$ cat config.mk
export PLATFORM = sky130hd
export DESIGN_NAME = line_sequencer
export DESIGN_NICKNAME = d
export VERILOG_FILES = /design/src/rtl/ccu_pkg.sv /design/src/rtl/line_sequencer.sv
export SDC_FILE = /design/constraint.sdc
export NUM_CORES = 1
export LEC_CHECK = 0
export CORE_ASPECT_RATIO = 1.25
export CORE_MARGIN = 3
export CORE_UTILIZATION = 40
export CTS_BUF_LIST = sky130_fd_sc_hd__clkbuf_8
export DETAILED_ROUTE_END_ITERATION = 16
export GPL_TIMING_DRIVEN = 0
export PLACE_DENSITY = 0.75
export SETUP_SLACK_MARGIN = 0.2
export SKIP_CTS_REPAIR_TIMING = 1
export SLEW_MARGIN = 10
export SYNTH_ARGS = -nofsm -noshare
export SYNTH_HDL_FRONTEND = slang
export SYNTH_SLANG_ARGS = --single-unit
$ cat constraint.sdc
create_clock -name clk -period 2.7 [get_ports clk]
set_clock_uncertainty 0.15 [all_clocks]
set_input_delay 0.405 -clock clk [delete_from_list [all_inputs] [get_ports clk]]
set_output_delay 0.405 -clock clk [all_outputs]
set_load 0.005 [all_outputs]
$ cat src/rtl/ccu_pkg.sv
// Definitions shared by the CCU, the DPU and the line sequencer:
// DPU register map, opcodes and the sequencer state encoding.
package ccu_pkg;

    localparam logic [3:0] REG_DX     = 4'd0;
    localparam logic [3:0] REG_DY     = 4'd1;
    localparam logic [3:0] REG_ERR    = 4'd2;
    localparam logic [3:0] REG_EINC   = 4'd3;
    localparam logic [3:0] REG_ENOINC = 4'd4;
    localparam logic [3:0] REG_XS     = 4'd5;
    localparam logic [3:0] REG_XE     = 4'd6;
    localparam logic [3:0] REG_YS     = 4'd7;
    localparam logic [3:0] REG_YE     = 4'd8;
    localparam logic [3:0] REG_X      = 4'd9;
    localparam logic [3:0] REG_Y      = 4'd10;
    localparam logic [3:0] REG_COL    = 4'd11;
    localparam logic [3:0] REG_ONE    = 4'd12;
    localparam logic [3:0] REG_ZERO   = 4'd13;
    localparam logic [3:0] REG_SCR    = 4'd14;

    localparam logic [3:0] OP_ADD = 4'd0;
    localparam logic [3:0] OP_SUB = 4'd1;
    localparam logic [3:0] OP_SHL = 4'd2;
    localparam logic [3:0] OP_CMP = 4'd6;
    localparam logic [3:0] OP_LD  = 4'd8;
    localparam logic [3:0] OP_NOP = 4'd15;

    typedef enum logic [3:0] {
        S_IDLE,
        S_LOAD,
        S_SETUP,
        S_INIT,
        S_PLOT,
        S_TEST,
        S_CCWAIT,
        S_ERR_NEG,
        S_Y_INC,
        S_ERR_POS,
        S_INCX,
        S_DONE
    } seq_state_e;

    typedef struct packed {
        logic [3:0] op;
        logic [3:0] a;
        logic [3:0] b;
        logic [3:0] r;
    } uop_t;

    function automatic uop_t mk_uop(
        input logic [3:0] op,
        input logic [3:0] a,
        input logic [3:0] b,
        input logic [3:0] r
    );
        uop_t u;
        u.op = op;
        u.a  = a;
        u.b  = b;
        u.r  = r;
        return u;
    endfunction

endpackage

$ cat src/rtl/line_sequencer.sv
// First-octant Bresenham micro-op sequencer driving the DPU, one op per clock.
// Define LINE_SWAP_EN to swap endpoints at start so xe < xs lines draw fully.
module line_sequencer
    import ccu_pkg::*;
#(
    parameter int CC_LAT = 1,
    parameter int W      = 8
) (
    input  logic         clk,
    input  logic         rst,
    input  logic         start,
    input  logic [W-1:0] xs,
    input  logic [W-1:0] ys,
    input  logic [W-1:0] xe,
    input  logic [W-1:0] ye,
    input  logic [W-1:0] colour,
    output logic         busy,
    output logic         done,
    output logic [3:0]   a_sel,
    output logic [3:0]   b_sel,
    output logic [3:0]   r_sel,
    output logic [3:0]   op,
    output logic [W-1:0] mdata,
    input  logic [3:0]   cc,
    output logic         out_en,
    output logic         pix_valid,
    input  logic         pix_ready
);

    localparam logic [3:0] CC_LAST = 4'(CC_LAT - 1);

    seq_state_e   state_q, state_d;
    logic [3:0]   step_q, step_d;
    logic [W-1:0] xs_q, xs_d;
    logic [W-1:0] ys_q, ys_d;
    logic [W-1:0] xe_q, xe_d;
    logic [W-1:0] ye_q, ye_d;
    logic [W-1:0] col_q, col_d;
    logic [W:0]   tx_q, tx_d;
    logic         busy_q, busy_d;
    logic         done_q, done_d;
    logic         pix_q, pix_d;
    uop_t         uop_q, uop_d;
    logic [W-1:0] mdata_q, mdata_d;

    logic         swap;
    logic         hs;
    logic         last_pix;
    logic [W:0]   tx_inc;
    logic         unused_cc;

    assign unused_cc = ^cc[2:0];
    assign hs        = pix_q & pix_ready;
    assign tx_inc    = tx_q + (W+1)'(1);
    assign last_pix  = tx_q >= {1'b0, xe_q};

`ifdef LINE_SWAP_EN
    assign swap = xe < xs;
`else
    assign swap = 1'b0;
`endif

    always_comb begin
        state_d = state_q;
        step_d  = step_q;
        xs_d    = xs_q;
        ys_d    = ys_q;
        xe_d    = xe_q;
        ye_d    = ye_q;
        col_d   = col_q;
        tx_d    = tx_q;
        unique case (state_q)
            S_IDLE: begin
                if (start) begin
                    xs_d    = swap ? xe : xs;
                    ys_d    = swap ? ye : ys;
                    xe_d    = swap ? xs : xe;
                    ye_d    = swap ? ys : ye;
                    col_d   = colour;
                    step_d  = '0;
                    state_d = S_LOAD;
                end
            end
            S_LOAD: begin
                if (step_q == 4'd4) begin
                    step_d  = '0;
                    state_d = S_SETUP;
                end else begin
                    step_d = step_q + 4'd1;
                end
            end
            S_SETUP: begin
                if (step_q == 4'd4) begin
                    step_d  = '0;
                    state_d = S_INIT;
                end else begin
                    step_d = step_q + 4'd1;
                end
            end
            S_INIT: begin
                tx_d = {1'b0, xs_q};
                if (step_q == 4'd1) begin
                    step_d  = '0;
                    state_d = S_PLOT;
                end else begin
                    step_d = step_q + 4'd1;
                end
            end
            // The last pixel exits straight after its handshake.
            S_PLOT: begin
                if (hs) begin
                    state_d = last_pix ? S_DONE : S_TEST;
                end
            end
            S_TEST: begin
                step_d  = '0;
                state_d = S_CCWAIT;
            end
            S_CCWAIT: begin
                if (step_q == CC_LAST) begin
                    step_d  = '0;
                    state_d = cc[3] ? S_ERR_NEG : S_Y_INC;
                end else begin
                    step_d = step_q + 4'd1;
                end
            end
            S_ERR_NEG: state_d = S_INCX;
            S_Y_INC:   state_d = S_ERR_POS;
            S_ERR_POS: state_d = S_INCX;
            S_INCX: begin
                tx_d    = tx_inc;
                state_d = (tx_inc > {1'b0, xe_q}) ? S_DONE : S_PLOT;
            end
            S_DONE:  state_d = S_IDLE;
            default: state_d = S_IDLE;
        endcase
    end

    // Outputs are registered from the next state so they line up with it.
    always_comb begin
        uop_d   = mk_uop(OP_NOP, REG_DX, REG_DX, REG_DX);
        mdata_d = '0;
        busy_d  = 1'b1;
        done_d  = 1'b0;
        pix_d   = 1'b0;
        unique case (state_d)
            S_IDLE: busy_d = 1'b0;
            S_LOAD: begin
                uop_d.op = OP_LD;
                unique case (step_d)
                    4'd0: begin
                        mdata_d = xs_d;
                        uop_d.r = REG_XS;
                    end
                    4'd1: begin
                        mdata_d = ys_d;
                        uop_d.r = REG_YS;
                    end
                    4'd2: begin
                        mdata_d = xe_d;
                        uop_d.r = REG_XE;
                    end
                    4'd3: begin
                        mdata_d = ye_d;
                        uop_d.r = REG_YE;
                    end
                    default: begin
                        mdata_d = col_d;
                        uop_d.r = REG_COL;
                    end
                endcase
            end
            S_SETUP: begin
                unique case (step_d)
                    4'd0: uop_d = mk_uop(OP_SUB, REG_YE, REG_YS, REG_DY);
                    4'd1: uop_d = mk_uop(OP_SUB, REG_XE, REG_XS, REG_DX);
                    4'd2: uop_d = mk_uop(OP_SHL, REG_DY, REG_ZERO, REG_ENOINC);
                    4'd3: uop_d = mk_uop(OP_SUB, REG_ENOINC, REG_DX, REG_ERR);
                    default: uop_d = mk_uop(OP_SUB, REG_ERR, REG_DX, REG_EINC);
                endcase
            end
            S_INIT: begin
                uop_d.op = OP_LD;
                if (step_d == 4'd0) begin
                    mdata_d = xs_d;
                    uop_d.r = REG_X;
                end else begin
                    mdata_d = ys_d;
                    uop_d.r = REG_Y;
                end
            end
            S_PLOT:    pix_d = 1'b1;
            S_TEST:    uop_d = mk_uop(OP_CMP, REG_ERR, REG_ZERO, REG_SCR);
            S_ERR_NEG: uop_d = mk_uop(OP_ADD, REG_ERR, REG_ENOINC, REG_ERR);
            S_Y_INC:   uop_d = mk_uop(OP_ADD, REG_Y, REG_ONE, REG_Y);
            S_ERR_POS: uop_d = mk_uop(OP_ADD, REG_ERR, REG_EINC, REG_ERR);
            S_INCX:    uop_d = mk_uop(OP_ADD, REG_X, REG_ONE, REG_X);
            S_DONE: begin
                busy_d = 1'b0;
                done_d = 1'b1;
            end
            default: ;
        endcase
    end

    always_ff @(posedge clk) begin
        if (rst) begin
            state_q <= S_IDLE;
            step_q  <= '0;
            xs_q    <= '0;
            ys_q    <= '0;
            xe_q    <= '0;
            ye_q    <= '0;
            col_q   <= '0;
            tx_q    <= '0;
            busy_q  <= 1'b0;
            done_q  <= 1'b0;
            pix_q   <= 1'b0;
            uop_q   <= '0;
            mdata_q <= '0;
        end else begin
            state_q <= state_d;
            step_q  <= step_d;
            xs_q    <= xs_d;
            ys_q    <= ys_d;
            xe_q    <= xe_d;
            ye_q    <= ye_d;
            col_q   <= col_d;
            tx_q    <= tx_d;
            busy_q  <= busy_d;
            done_q  <= done_d;
            pix_q   <= pix_d;
            uop_q   <= uop_d;
            mdata_q <= mdata_d;
        end
    end

    assign busy      = busy_q;
    assign done      = done_q;
    assign op        = uop_q.op;
    assign a_sel     = uop_q.a;
    assign b_sel     = uop_q.b;
    assign r_sel     = uop_q.r;
    assign mdata     = mdata_q;
    assign out_en    = pix_q;
    assign pix_valid = pix_q;

endmodule

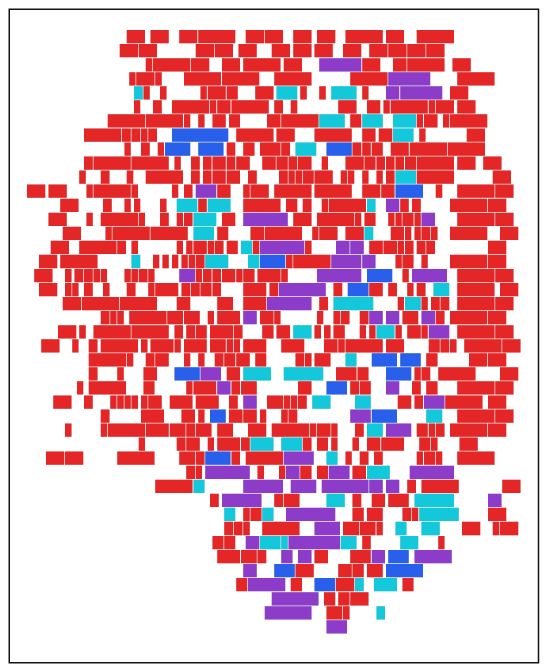
**Above:** cell sizes after repair.
Key: x6 and larger = blue [cells 20, share 3.0%]; x1 and smaller = red [cells 540, share 81%]; x3 and x4 = purple [cells 55, share 8.3%]; x2 = cyan [cells 50, share 7.5%]

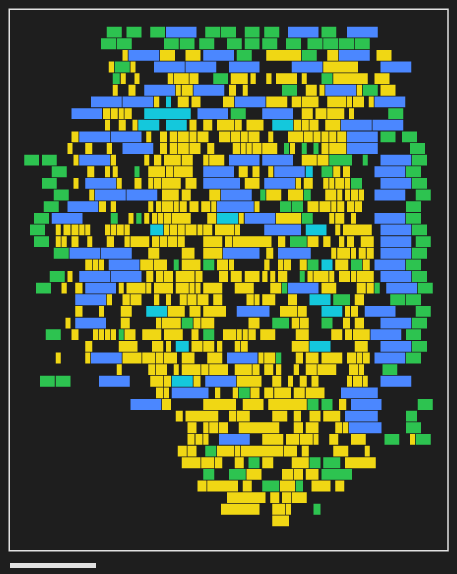
**Above:** placed cells, one colour a class.
Scale bar: 20 um.
Key: registers = blue [cells 84, share of their area 28%]; remaining buffers and delay cells = green [cells 117, share of their area 17%]; clock drivers and dummy loads = cyan [cells 16, share of their area 3.3%]; remaining logic cells = yellow [cells 448, share of their area 51%]

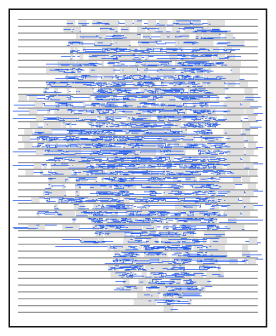
**Above:** signal wires on met1.
Supply wires on this layer in grey.
The wires run mostly horizontal. The layer holds 40% of the routed length. The layer carries 5910 um of wire. 672 nets have wire on it.

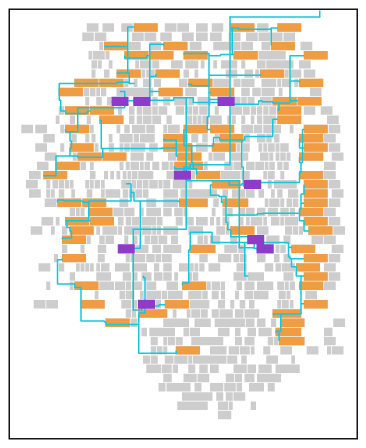
**Above:** clock distribution.
Key: flip-flops = orange [count 84]; clock wires = cyan [length 1100 um]; clock-net drivers = purple [count 9]
There are 10 routed clock nets.

==> impl_metrics.toml <==
# yosys + openroad results
[pwr]
comb-power_mw = 0.733
combPwrFrac = 0.243
power_leader = "registers"
powerClk_mw = 0.938
p_seq_frac = 0.445
p_total_mw = 3.01
sw_frac_of_total = 0.300

[critical_path]
max_stage_delay_ns = 0.39
cp_max_fo = 8
critical-path-top-delay-family = "AND-OR/OR-AND gates"
cp_slowest_cell = "dfxtp_4"
rrSetupSlack_ns = -0.21
startpoint = "tx_q[0]"
crit_type = "reg -> reg"
r2r_cells = 14
required_ns = 2.79
crit_chain = "ha_4, nand4_1, inv_1, nand2_2, xnor2_1, ha_1, a22oi_1, o211ai_1, o221ai_2, nand3_2, and4bb_1, buf_6, a21boi_4, a21oi_1"
start_kind = "register"
r2r_start = "tx_q[0]"

[logic_synthesis]
synth_flops = 84
synth_cells = 564
synth_cell_types = 66
synth.area.top_cells = "dfxtp_1, a21oi_1, ha_1, nor2_1, nand2_1"
yosysCellCount = 564
syn_area_um2 = 4620
ys_area_um2 = 4620
avgSynthCellArea_um2 = 8.20
ff_type = "dfxtp_1"
ys_sh_adder = 0.0541
ys_seq_frac = 0.364

[global_routing]
grt_overflow = 0
met2_usage = 0.339
grt_pass1_wl_mm = 21.8
grtUsageMet3 = 0.0427
grt.busiest_layer = "met2"
met1_usage = 0.275
grt_max_degree = 15

[floorplan]
core_um2 = 11200
taps = 135
row_count = 43
die_y_um = 126
die_area_um2 = 12900

[detailed_routing]
met1Wirelength_mm = 5.91
via_count = 4769
wl_met3_mm = 1.09
ant_nets = 0
drt-vias-per-instance = 5.96
drc_errors = 0

[flow_run]
cap_violations = 0
tool_warnings = 34

[final_layout]
comb.multi_input.count = 431
mostFrequentLayoutCell = "dfxtp_1"
seq_area_frac = 0.274
syn_to_final_growth_pct = 34.9
clock_area_frac = 0.0323
largest_register_ffs = 9
seqCellArea_um2 = 1710
fin_util = 0.557
nNonClkInverters = 17
layout.nets = 728

[timing]
setup_viol = 19
drv_slew = 0
fin_setup_tns_ns = -2.53
finalWorstSetupSlack_ns = -0.213
tightest_slew_ns = 0.704
fin_crit_ns = 2.91

[placed_design]
io_buffer_count = 71
dp_hpwl_mm = 10.6
dp_cells = 770
pre_cts_ws_ns = -0.555

[clock_tree]
cts-root-buf = "clkbuf_8"
clk_latency_ns = 0.37
cts_buffer_depth = 2
cts_tree = "done"
htreeDepth = 3

[status]
violations = "negative setup slack"
status = "finished with violations"

[worst_hold_path]
hold_path_startpoint = "xe_q[3]"
